===== src/rtl/counter7sd_pkg.sv =====
// Segment encodings and BCD-to-7-segment decode shared by the multi-digit counter.
// Segment order is {g,f,e,d,c,b,a}; a 1 lights the segment.
package counter7sd_pkg;

    typedef logic [3:0] bcd_t;
    typedef logic [6:0] seg_t;

    localparam seg_t SEG_0     = 7'b0111111;
    localparam seg_t SEG_1     = 7'b0000110;
    localparam seg_t SEG_2     = 7'b1011011;
    localparam seg_t SEG_3     = 7'b1001111;
    localparam seg_t SEG_4     = 7'b1100110;
    localparam seg_t SEG_5     = 7'b1101101;
    localparam seg_t SEG_6     = 7'b1111101;
    localparam seg_t SEG_7     = 7'b0000111;
    localparam seg_t SEG_8     = 7'b1111111;
    localparam seg_t SEG_9     = 7'b1101111;
    localparam seg_t SEG_BLANK = 7'b0000000;

    // Codes above 9 cannot occur in a healthy counter; show them dark.
    function automatic seg_t bcd_to_seg(input bcd_t bcd);
        case (bcd)
            4'd0:    return SEG_0;
            4'd1:    return SEG_1;
            4'd2:    return SEG_2;
            4'd3:    return SEG_3;
            4'd4:    return SEG_4;
            4'd5:    return SEG_5;
            4'd6:    return SEG_6;
            4'd7:    return SEG_7;
            4'd8:    return SEG_8;
            4'd9:    return SEG_9;
            default: return SEG_BLANK;
        endcase
    endfunction

endpackage


===== src/rtl/counter7sd_multi_bcd_decade.sv =====
// One BCD decade of the up/down counter. carry_out is combinational so a whole
// chain of decades ripples its carry or borrow within a single clock cycle.
module bcd_decade
    import counter7sd_pkg::*;
(
    input  logic clock,
    input  logic reset,
    input  logic en,
    input  logic dir,
    output bcd_t q,
    output logic carry_out
);

    assign carry_out = en && (dir ? (q == 4'd0) : (q == 4'd9));

    // NOTE: registers are written with <= so every flop samples pre-edge values.
    always_ff @(posedge clock) begin
        if (reset) begin
            q <= 4'd0;
        end else if (en) begin
            if (dir)
                q <= (q == 4'd0) ? 4'd9 : q - 4'd1;
            else
                q <= (q >= 4'd9) ? 4'd0 : q + 4'd1;
        end
    end

endmodule


===== src/rtl/counter7sd_multi.sv =====
// Multi-digit BCD up/down counter with prescaler and multiplexed 7-segment scan.
// Define LEADING_ZERO_BLANK_EN to blank zero decades above the most significant nonzero one.
module counter7sd_multi
    import counter7sd_pkg::*;
#(
    parameter int DIGITS   = 4,
    parameter int PRESCALE = 1,
    parameter int SCAN_DIV = 4
) (
    input  logic                  clock,
    input  logic                  reset,
    input  logic                  pause,
    input  logic                  reverse,
    output logic [6:0]            data,
    output logic [DIGITS-1:0]     digit,
    output logic [4*DIGITS-1:0]   value,
    output logic                  wrap
);

    localparam int PW = (PRESCALE > 1) ? $clog2(PRESCALE) : 1;
    localparam int SW = (SCAN_DIV > 1) ? $clog2(SCAN_DIV) : 1;
    localparam int IW = (DIGITS > 1)   ? $clog2(DIGITS)   : 1;

    logic [PW-1:0] presc;
    logic          tick;
    logic [SW-1:0] scan_cnt;
    logic [IW-1:0] scan_idx;
    logic [DIGITS:0] chain;
    bcd_t          sel_bcd;
    seg_t          seg_next;

    assign tick     = !pause && (presc == PW'(PRESCALE - 1));
    assign chain[0] = tick;

    always_ff @(posedge clock) begin
        if (reset)
            presc <= '0;
        else if (!pause)
            presc <= tick ? '0 : presc + 1'b1;
    end

    // chain[i+1] is decade i rolling over, which enables decade i+1.
    for (genvar i = 0; i < DIGITS; i++) begin : g_decade
        bcd_decade u_decade (
            .clock     (clock),
            .reset     (reset),
            .en        (chain[i]),
            .dir       (reverse),
            .q         (value[4*i +: 4]),
            .carry_out (chain[i+1])
        );
    end

    always_ff @(posedge clock) begin
        if (reset)
            wrap <= 1'b0;
        else
            wrap <= chain[DIGITS];
    end

    always_ff @(posedge clock) begin
        if (reset) begin
            scan_cnt <= '0;
            scan_idx <= '0;
        end else if (scan_cnt == SW'(SCAN_DIV - 1)) begin
            scan_cnt <= '0;
            scan_idx <= (scan_idx == IW'(DIGITS - 1)) ? '0 : scan_idx + 1'b1;
        end else begin
            scan_cnt <= scan_cnt + 1'b1;
        end
    end

`ifdef LEADING_ZERO_BLANK_EN
    logic upper_zero;
    logic sel_blank;

    // NOTE: every always_comb output gets a default first so no latch is inferred.
    always_comb begin
        sel_bcd    = '0;
        upper_zero = 1'b1;
        sel_blank  = 1'b0;
        for (int i = DIGITS - 1; i >= 0; i--) begin
            upper_zero = upper_zero && (value[4*i +: 4] == 4'd0);
            if (scan_idx == IW'(i)) begin
                sel_bcd   = value[4*i +: 4];
                sel_blank = (i != 0) && upper_zero;
            end
        end
        seg_next = sel_blank ? SEG_BLANK : bcd_to_seg(sel_bcd);
    end
`else
    // NOTE: every always_comb output gets a default first so no latch is inferred.
    always_comb begin
        sel_bcd = '0;
        for (int i = 0; i < DIGITS; i++) begin
            if (scan_idx == IW'(i))
                sel_bcd = value[4*i +: 4];
        end
        seg_next = bcd_to_seg(sel_bcd);
    end
`endif

    // digit and data are registered together so they always refer to the same decade.
    always_ff @(posedge clock) begin
        if (reset) begin
            digit <= DIGITS'(1);
            data  <= SEG_0;
        end else begin
            digit <= DIGITS'(1) << scan_idx;
            data  <= seg_next;
        end
    end

endmodule


===== config.mk =====
export PLATFORM = sky130hd
export DESIGN_NAME = counter7sd_multi
export DESIGN_NICKNAME = d
export VERILOG_FILES = /design/src/rtl/counter7sd_pkg.sv /design/src/rtl/counter7sd_multi_bcd_decade.sv /design/src/rtl/counter7sd_multi.sv
export SDC_FILE = /design/constraint.sdc
export NUM_CORES = 1
export LEC_CHECK = 0
export CAP_MARGIN = 5
export CORE_ASPECT_RATIO = 1.5
export CORE_MARGIN = 2
export CORE_UTILIZATION = 40
export CTS_BUF_LIST = sky130_fd_sc_hd__clkbuf_16
export DETAILED_ROUTE_END_ITERATION = 12
export SYNTH_ARGS = -nofsm -noshare
export SYNTH_HDL_FRONTEND = slang
export SYNTH_SLANG_ARGS = --single-unit

===== constraint.sdc =====
create_clock -name clock -period 2.09 [get_ports clock]
set_clock_uncertainty 0.05 [all_clocks]
set_input_delay 0.418 -clock clock [delete_from_list [all_inputs] [get_ports clock]]
set_output_delay 0.418 -clock clock [all_outputs]
set_load 0.02 [all_outputs]

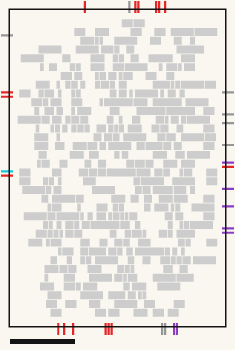
Run 1: ports around the boundary
Scale bar: 20 um. Pins as bars across the die edge, other pins in gray.
color	port	pins	direction	edge
cyan	reverse	1	input	left
red	value	16	output	6 top, 6 bottom, 3 left, 1 right
purple	data	7	output	5 right, 2 bottom
all pins by edge	10 bottom, 10 right, 7 top, 5 left
Die Y: 97.9 um
number of I/O port buffers: 31
die width: 66.6 um

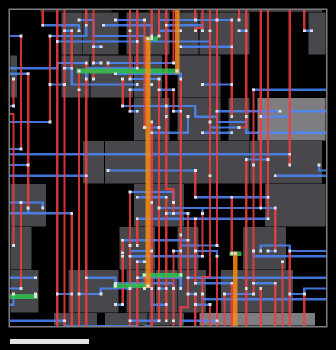
Run 1: a small window of the routed layout
Scale bar: 5 um. Region (23, 59) to (43, 79) um. Cells in gray, sequential cells in the stronger gray; small squares are vias.
color	layer
red	met2
blue	met1
green	met3
orange	met4
netlist names of flops here include	g_decade.u_decade.q (1)
sequential cells in the window	1
cells with their middle in the window	28
most frequent	nor2_1 (3)

==> highlights.md, run 1 <==
* 0.851% — multiplexer share of the synthesized area
* AND-OR/OR-AND gates — main logic family after synthesis
* 120 ps — Register-to-Register Setup Slack
* 0 — number of max-slew violations in the final report
* 411 ps — Slew @ Worst Pin
* sky130_fd_sc_hd__buf_4 — most common logic cell in the routed design
* scan_cnt[0] — capture endpoint of the worst hold path
* 0 — count of maximum capacitance violations
* 50 ps — clock slew seen by the registers of the worst setup and hold paths
* 628 nW/um^2 — Power Density
* -165 ps — post-placement setup slack
* 0 ps — Setup TNS
* 33 — TritonCTS Sinks
* 23.1% — share of post-route cells with drive strength above 1
* 0.860 — routability-driven placement congestion ratio
* 34 — # rows
* 21.2% — sequential fraction of total cell area
* 33 — Seq cells post-synth
* 559 — fill count
* 33.3% — synthesis-to-finish area growth
* 41.0% — Core Density at Floorplan
* 0 — Yosys Warn Count
* combinational gates — Top class by area
* 387 ps — final worst hold slack
* flip-flop — Setup crit start kind
* 1 — worst hold path cell count
* sky130_fd_sc_hd__clkdlybuf4s50_1 — Max stage delay cell, worst path
* 8.72 sq um — Avg Cell Area, Syn
* 6.28 mm — detailed-route wire length
* 0 — antenna violations before repair
* sky130_fd_sc_hd__buf_4 (34), sky130_fd_sc_hd__dfxtp_1 (31), sky130_fd_sc_hd__clkdlybuf4s50_1 (31) — commonest non-fill, non-tap cells in the layout
* 4.39% — clock network area share
* 51.0% — logic gate fraction of the total cell area
* scan_cnt[0] — hold path start
* 112 ps — smallest setup slack after layout
* 270 — post-synthesis instance total
* 4 — detailed-routing iteration count for the pre-antenna-repair pass
* 1970 uW — Final Power
* 6530 sq um — chip area
* 680 ps — maximum single-stage delay on the critical path
* built — clock tree from TritonCTS
* 0 — Antenna Violating Nets Remaining
* 41 — total tool warning count
* 2900 sq um — placed standard-cell area
* 296 — syn_nets
* 1 — stages on the worst setup path
* 28.1% — sequential fraction of the synthesis area
* 72 — tapcells inserted
* 8 — worst reg-to-reg path cell count
* 2,169 — via count of the first global-routing pass
* 666 sq um — area used by sequential logic in the layout
* 1510 ps — Critical Path AT
* 0 — Final Hold Viols
* 3140 sq um — Non-Filler Cell Area, Final
* 270 — ys cells
* primary output — Crit. End Element
* 11.7% — Adder-Cell Fraction of Synth Area
* sky130_fd_sc_hd__dfxtp_1 (33), sky130_fd_sc_hd__ha_1 (22), sky130_fd_sc_hd__a21oi_1 (21) — commonest cells in the synthesized netlist
* 5.73 — number of vias per cell after detailed routing
* 28.8% — Compound Share, Synth
* 2,296 — vias after detailed routing
* 2350 sq um — synthesized cell area
* 2 — htree depth
* 72.5% — worst max-slew margin expressed relative to the limit
* 18.0% — area share of buffers outside the clock network
* value[12] — end point of the critical path
* 354 — number of nets at the end of the flow
* sky130_fd_sc_hd__dfxtp_1 — cell taking the most area after synthesis
* 5740 sq um — core area
* 10.0 mm — global-route wire length before repair
* 4.59 mm — sum of net half-perimeters after detailed placement
* 79 — DR iter-0 viols
* completed — outcome
* 0 — total setup violations reported at the end of the flow
* 19.7% — total global routing track utilization
* sky130_fd_sc_hd__dfxtp_1 — dominant register cell
* 23.0% — post-synthesis share of cell area spent on and, or, nand and nor gates
* data[6] — critical register-to-register path endpoint
* 506 MHz — achievable clock frequency
* 66 — unique cell type count in the Yosys netlist
* 11 — maximum fanout encountered on the critical timing path
* 0 — number of enable flip-flop cells
* 0 — ant diodes
* flip-flop to primary output — CP Class
* clkdlybuf4s50_1 — critical-path cell list
* sky130_fd_sc_hd__clkbuf_16 — clk root buf
* scan_idx[0] — launching point of the worst reg2reg path
* 15.7 um — Wirelength per Cell
* 0 — Hold Buf Count CTS
* 1980 ps — Final min period
* 0.312 mV — peak supply drop
* 202 — number of multi-input logic gates
* sky130_fd_sc_hd__dfxtp_1 (28%), sky130_fd_sc_hd__ha_1 (12%), sky130_fd_sc_hd__a21oi_1 (4.5%) — Main area contributors
* 94.6% — final cycle utilization of the critical path
* 1600 sq um — logic area
* 1620 ps — required arrival time at the worst endpoint
* 5 — post-CTS sizing
* g_decade[3].u_decade.q[0] — launch point of the worst path
* 65 — buffers outside the clock class
* 2350 sq um — yosys stat chip area
* 0% — Synth async-reset ratio
* sky130_fd_sc_hd__dfxtp_1 — most instantiated library cell after synthesis
* 2 — maximum clock insertion buffer count
* 0 — final routed DRC violation total
* 32 — number of ports placed on the die boundary
* 0.372% — post-synthesis xor/xnor area fraction
* 0.00124 uW — standby leakage power
* buffers and inverters — family with the most delay on the worst path
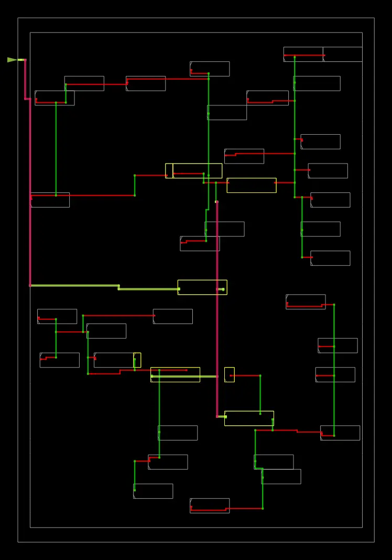
Run 1: clock wiring as the flow saved it
clkbuf count: 5
TritonCTS Buffers: 5
Clk Latency, worst-skew pair: 280 ps
Seq cells: 33
Clock net power: 707 uW

## run 1: flip-flops by register name, indices dropped and copies added (netlist names)
| signal | count |
|---|---|
| scan_idx | 2 |
| g_decade.u_decade.q | 16 |
| wrap | 1 |
| data | 7 |
| presc | 1 |
| digit | 4 |
| scan_cnt | 2 |
## run 1: layer usage
layer  vias to the layer above  share of wire, %  global-route usage, %
met5                         -                 0                      0
met2                        55                53                   35.5
met3                        16               3.1                   3.11
li1                       1137                 -                      -
met4                         0               2.4                   8.63
met1                      1088                41                   22.0
## run 1: report_power, final
part	switching (uW)	internal, uW
logic	278	271
registers	43.4	671
clock network	276	431
total	597	1370
## run 1: metrics by stage
step	instances	util, %
finish	401	54.6
global route	401	54.6
CTS	399	53.3
detailed placement	391	50.5
global placement	391	50.5
floorplan	270	-
==> inputs of run 2 (changes only) <==
--- a/config.mk
+++ b/config.mk
@@ -10,7 +10,9 @@
 export CORE_MARGIN = 2
 export CORE_UTILIZATION = 40
 export CTS_BUF_LIST = sky130_fd_sc_hd__clkbuf_16
+export CTS_CLUSTER_SIZE = 20
 export DETAILED_ROUTE_END_ITERATION = 12
+export SLEW_MARGIN = 20
 export SYNTH_ARGS = -nofsm -noshare
 export SYNTH_HDL_FRONTEND = slang
 export SYNTH_SLANG_ARGS = --single-unit
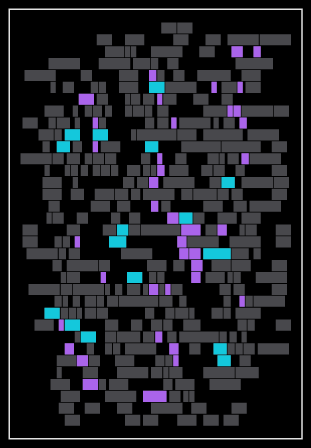
Run 2: selected gate families
color	family	cells
purple	NOR gates	39
cyan	AND-OR and OR-AND gates	16
most common logic cell in the routed design: sky130_fd_sc_hd__buf_4
non-filler cells, final: 401
logic gate fraction of the total cell area: 51.0%

==> highlights.md, run 2 <==
* completed — outcome
* 0 ps — Setup TNS
* 270 — ys cells
* 280 ps — Clk Latency, worst-skew pair
* g_decade.u_decade.q: 16 flops, data: 7 flops, digit: 4 flops — registers with the highest flip-flop counts
* 6530 sq um — chip area
* 0% — Synth async-reset ratio
* 559 — fill count
* 2,296 — vias after detailed routing
* data[6] — critical register-to-register path endpoint
* 0 — count of maximum capacitance violations
* sky130_fd_sc_hd__clkbuf_16 — clk root buf
* 8.72 sq um — Avg Cell Area, Syn
* 2 — maximum clock insertion buffer count
* 3.11% — met3 track utilization from global routing
* scan_cnt[0] — hold path start
* sky130_fd_sc_hd__dfxtp_1 (28%), sky130_fd_sc_hd__ha_1 (12%), sky130_fd_sc_hd__a21oi_1 (4.5%) — Main area contributors
* 23.1% — share of post-route cells with drive strength above 1
* 1980 ps — Final min period
* 11 — maximum fanout encountered on the critical timing path
* 33 — Seq cells post-synth
* 1510 ps — Critical Path AT
* 2900 sq um — placed standard-cell area
* 0.851% — multiplexer share of the synthesized area
* 0 — Hold Buf Count CTS
* sky130_fd_sc_hd__dfxtp_1 (33), sky130_fd_sc_hd__ha_1 (22), sky130_fd_sc_hd__a21oi_1 (21) — commonest cells in the synthesized netlist
* 32 — number of ports placed on the die boundary
* 66 — unique cell type count in the Yosys netlist
* 0 — total setup violations reported at the end of the flow
* 33.3% — synthesis-to-finish area growth
* 66.6 um — die width
* buffers and inverters — family with the most delay on the worst path
* 0.372% — post-synthesis xor/xnor area fraction
* 1370 uW — total internal power
* 8 — worst reg-to-reg path cell count
* 112 ps — smallest setup slack after layout
* 35.5% — met2 demand-to-capacity share in global routing
* 120 ps — Register-to-Register Setup Slack
* 387 ps — final worst hold slack
* built — clock tree from TritonCTS
* 79 — DR iter-0 viols
* 0.00124 uW — standby leakage power
* 0 — Antenna Violating Nets Remaining
* 5740 sq um — core area
* 0.860 — routability-driven placement congestion ratio
* met2 — layer with the highest usage after global routing
* 33 — TritonCTS Sinks
* g_decade[3].u_decade.q[0] — launch point of the worst path
* 11.7% — Adder-Cell Fraction of Synth Area
* 0 — Final Hold Viols
* 41.0% — Core Density at Floorplan
* 0 — antenna violations before repair
* 23.0% — post-synthesis share of cell area spent on and, or, nand and nor gates
* 97.9 um — Die Y
* 31 — number of I/O port buffers
* 28.8% — Compound Share, Synth
* 22.0% — GRT met1 Usage
* 34 — # rows
* 36.3% — sequential cell fraction of total power
* 707 uW — Clock net power
* clkdlybuf4s50_1 — critical-path cell list
* 628 nW/um^2 — Power Density
* 30.3% — switching power share of the total
* 296 — syn_nets
* -165 ps — post-placement setup slack
* 27.9% — combinational fraction of design power
* 0 — ant diodes
* 10.0 mm — global-route wire length before repair
* 1 — worst hold path cell count
* sky130_fd_sc_hd__buf_4 (34), sky130_fd_sc_hd__dfxtp_1 (31), sky130_fd_sc_hd__clkdlybuf4s50_1 (31) — commonest non-fill, non-tap cells in the layout
* scan_cnt[0] — capture endpoint of the worst hold path
* flip-flop — Setup crit start kind
* 666 sq um — area used by sequential logic in the layout
* 506 MHz — achievable clock frequency
* 0.312 mV — peak supply drop
* 1970 uW — Final Power
* 714 uW — flip-flop and latch power
* 35.9% — Clk pwr share
* sequential cells — Top Consumer
* 354 — number of nets at the end of the flow
* 15.7 um — Wirelength per Cell
* 2350 sq um — yosys stat chip area
* sky130_fd_sc_hd__clkdlybuf4s50_1 — Max stage delay cell, worst path
* 1620 ps — required arrival time at the worst endpoint
* primary output — Crit. End Element
* sky130_fd_sc_hd__dfxtp_1 — most instantiated library cell after synthesis
* 5.73 — number of vias per cell after detailed routing
* g_decade.u_decade.q — largest reg by FF count
-- run 2: cell type report --
cell class	instances	area share [%]
Multi-Input combinational cell	202	51.0
Sequential cell	33	21.2
Timing Repair Buffer	65	18.0
Clock buffer	5	3.99
Tap cell	72	2.87
Inverter	21	2.51
Clock inverter	3	0.399
-- run 2: worst max path at each step --
stage	endpoint	slack (ps)	cells past startpoint
2_1_floorplan	data[6]	70	8
3_3_place_gp	g_decade[2].u_decade.q[1]	-70	6
3_5_place_dp	g_decade[2].u_decade.q[1]	-160	6
4_1_cts	data[3]	-0.2	8
5_1_grt	data[6]	-20	7
6_report	value[12]	110	1
-- run 2: metal layers --
layer	wire length, um	vias up	part of all wire, %
met5	0	-	0
met4	149	0	2.4
met3	194	16	3.1
met2	3340	55	53
met1	2600	1088	41
li1	-	1137	-
Power and IR drop assume default switching activity.
